==> config.mk <==
export PLATFORM = sky130hd
export DESIGN_NAME = dilithium_op_responder
export DESIGN_NICKNAME = d
export VERILOG_FILES = /design/src/rtl/dilithium_op_responder.sv
export SDC_FILE = /design/constraint.sdc
export NUM_CORES = 1
export LEC_CHECK = 0
export ABC_AREA = 1
export CORE_MARGIN = 3
export CORE_UTILIZATION = 55
export DETAILED_ROUTE_END_ITERATION = 8
export DONT_BUFFER_PORTS = 1
export PLACE_DENSITY = 0.7
export SETUP_SLACK_MARGIN = 0.02
export SYNTH_ARGS = -nofsm -noshare
export SYNTH_HDL_FRONTEND = slang
export SYNTH_SLANG_ARGS = --single-unit
==> constraint.sdc <==
create_clock -name clk -period 2.97 [get_ports clk]
set_input_delay 0.4455 -clock clk [delete_from_list [all_inputs] [get_ports clk]]
set_output_delay 0.4455 -clock clk [all_outputs]
set_load 0.02 [all_outputs]
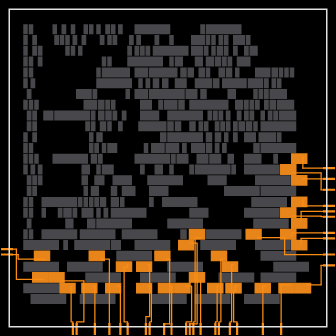
(I/O nets highlighted)
Key: orange = mem_rdata [bits 32, direction input, end cells 32, buffers 0, wire 414 um]
PortBufs: 0
io pins: 160

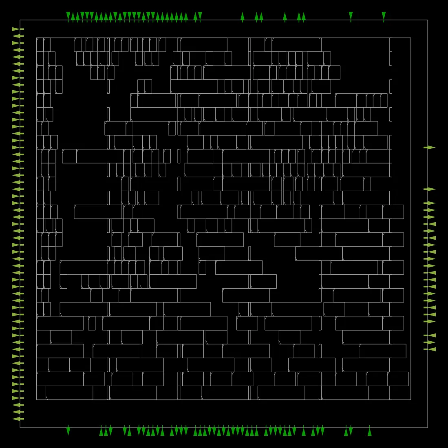
(cell placement)
row cnt: 26
Seq area share: 41.4%
flip-flops: 52
CORE AREA: 5170 um^2

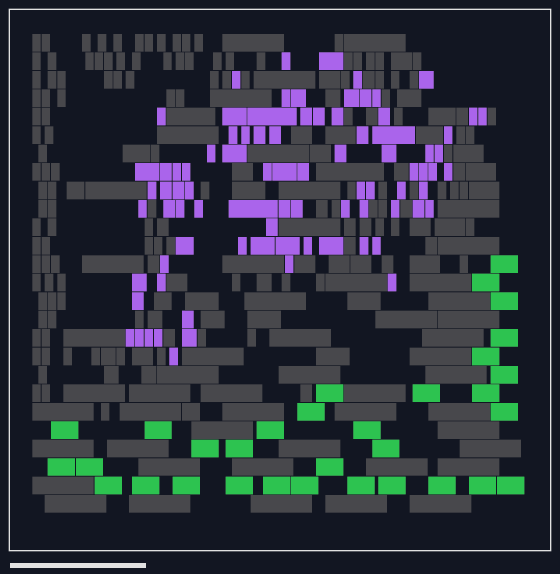
(logic cells by family)
Scale bar: 20 um.
Key: green = mux cells [cells 32]; purple = nand cells [cells 85]
Commonest Layout Cell: inv_1
logic share of the area: 42.9%
Final Non-Filler Cells: 413

==> flow_summary_export.csv <==
group,metric,value,unit
status,status,"complete, no violations",
yosys,synth_warnings,0,
power_and_ir_drop,power_switching,1720,uW
power_and_ir_drop,peakVddDrop,0.645,mV
yosys,synth_adder_area_share,2.52,%
power_and_ir_drop,power.density,1090,nW/um^2
yosys,top_area_cell,"dfrtp_1",
power_and_ir_drop,power_frac_clock,12.0,%
power_and_ir_drop,pwr-share-seq,35.5,%
power_and_ir_drop,comb_power_share,52.5,%
yosys,synth.top_cell.area_share,43.6,%
global_route,grt_use_met1,24.7,%
power_and_ir_drop,pg_comb,1790,uW
routing,drtAntennaViolNets,0,
yosys,synth_area,2980,um^2
power_and_ir_drop,internal_power,1690,uW
power_and_ir_drop,p_leak,0.00160,uW
global_route,grt_pass1_wl,10.4,mm
worst_hold_path,min_path_type,"in -> reg",
placement,post-dp-hpwl,5.24,mm
setup_path,regToRegSetupSlack,920,ps
placement,place.gp.congestion,0.848,
sta,tns,0,ps
cells_and_area,fill_cells,458,
setup_path,rr_worst_depth,12,
sta,clock_skew,4.26,ps
floorplanning,initial_utilization,57.7,%
yosys,synthAoiAreaFrac,4.40,%
run,maxCapViolations,0,
cells_and_area,final_core_util,60.7,%
cells_and_area,final_net_count,422,
global_route,grt_max_degree,53,
global_route,grt_overflow_total,0,
setup_path,cpMaxStageDelayCell,"dfrtp_1",
clock_network,post_cts_buffers,0,
sta,maxSlewHeadroom,67.2,%
setup_path,arrival,1840,ps
sta,timing.fmax,437,MHz
yosys,ys_seq_share,43.6,%
clock_network,clock_sink_count,52,
setup_path,path_buffers,1,
routing,drtPass1Iterations,4,
global_route,antenna_found_initial,0,
power_and_ir_drop,power,3410,uW
setup_path,cp_max_fo,22,
yosys,yosysCellCount,343,
floorplanning,die_area,6340,um^2
global_route,top_usage_layer,"met2",
cell type report:
| cell class | instances | area (um^2) | share of cell area, % |
|---|---|---|---|
| flip-flops and latches | 52 | 1300 | 41.4 |
| well taps | 70 | 87.6 | 2.79 |
| inverters | 68 | 255 | 8.12 |
| multi-input cells | 210 | 1350 | 42.9 |
| clock inverters | 3 | 22.5 | 0.717 |
| clock buffers | 5 | 68.8 | 2.19 |
| repair buffers | 5 | 60.1 | 1.91 |
synth_stat cells, drive strengths merged:
library cell and instances:
nand4 3, nor2 57, nand3b 1, dfrtp 52, o22ai 4, a41o 1
nand2 52, xnor2 1, buf 9, inv 68, clkbuf 4, o21ai 9
nor3 4, mux2 32, and3 1, xor2 5, nand3 29, a21oi 4
ha 6, a31oi 1
No activity file was given, so power comes from the tool's default toggle rates.
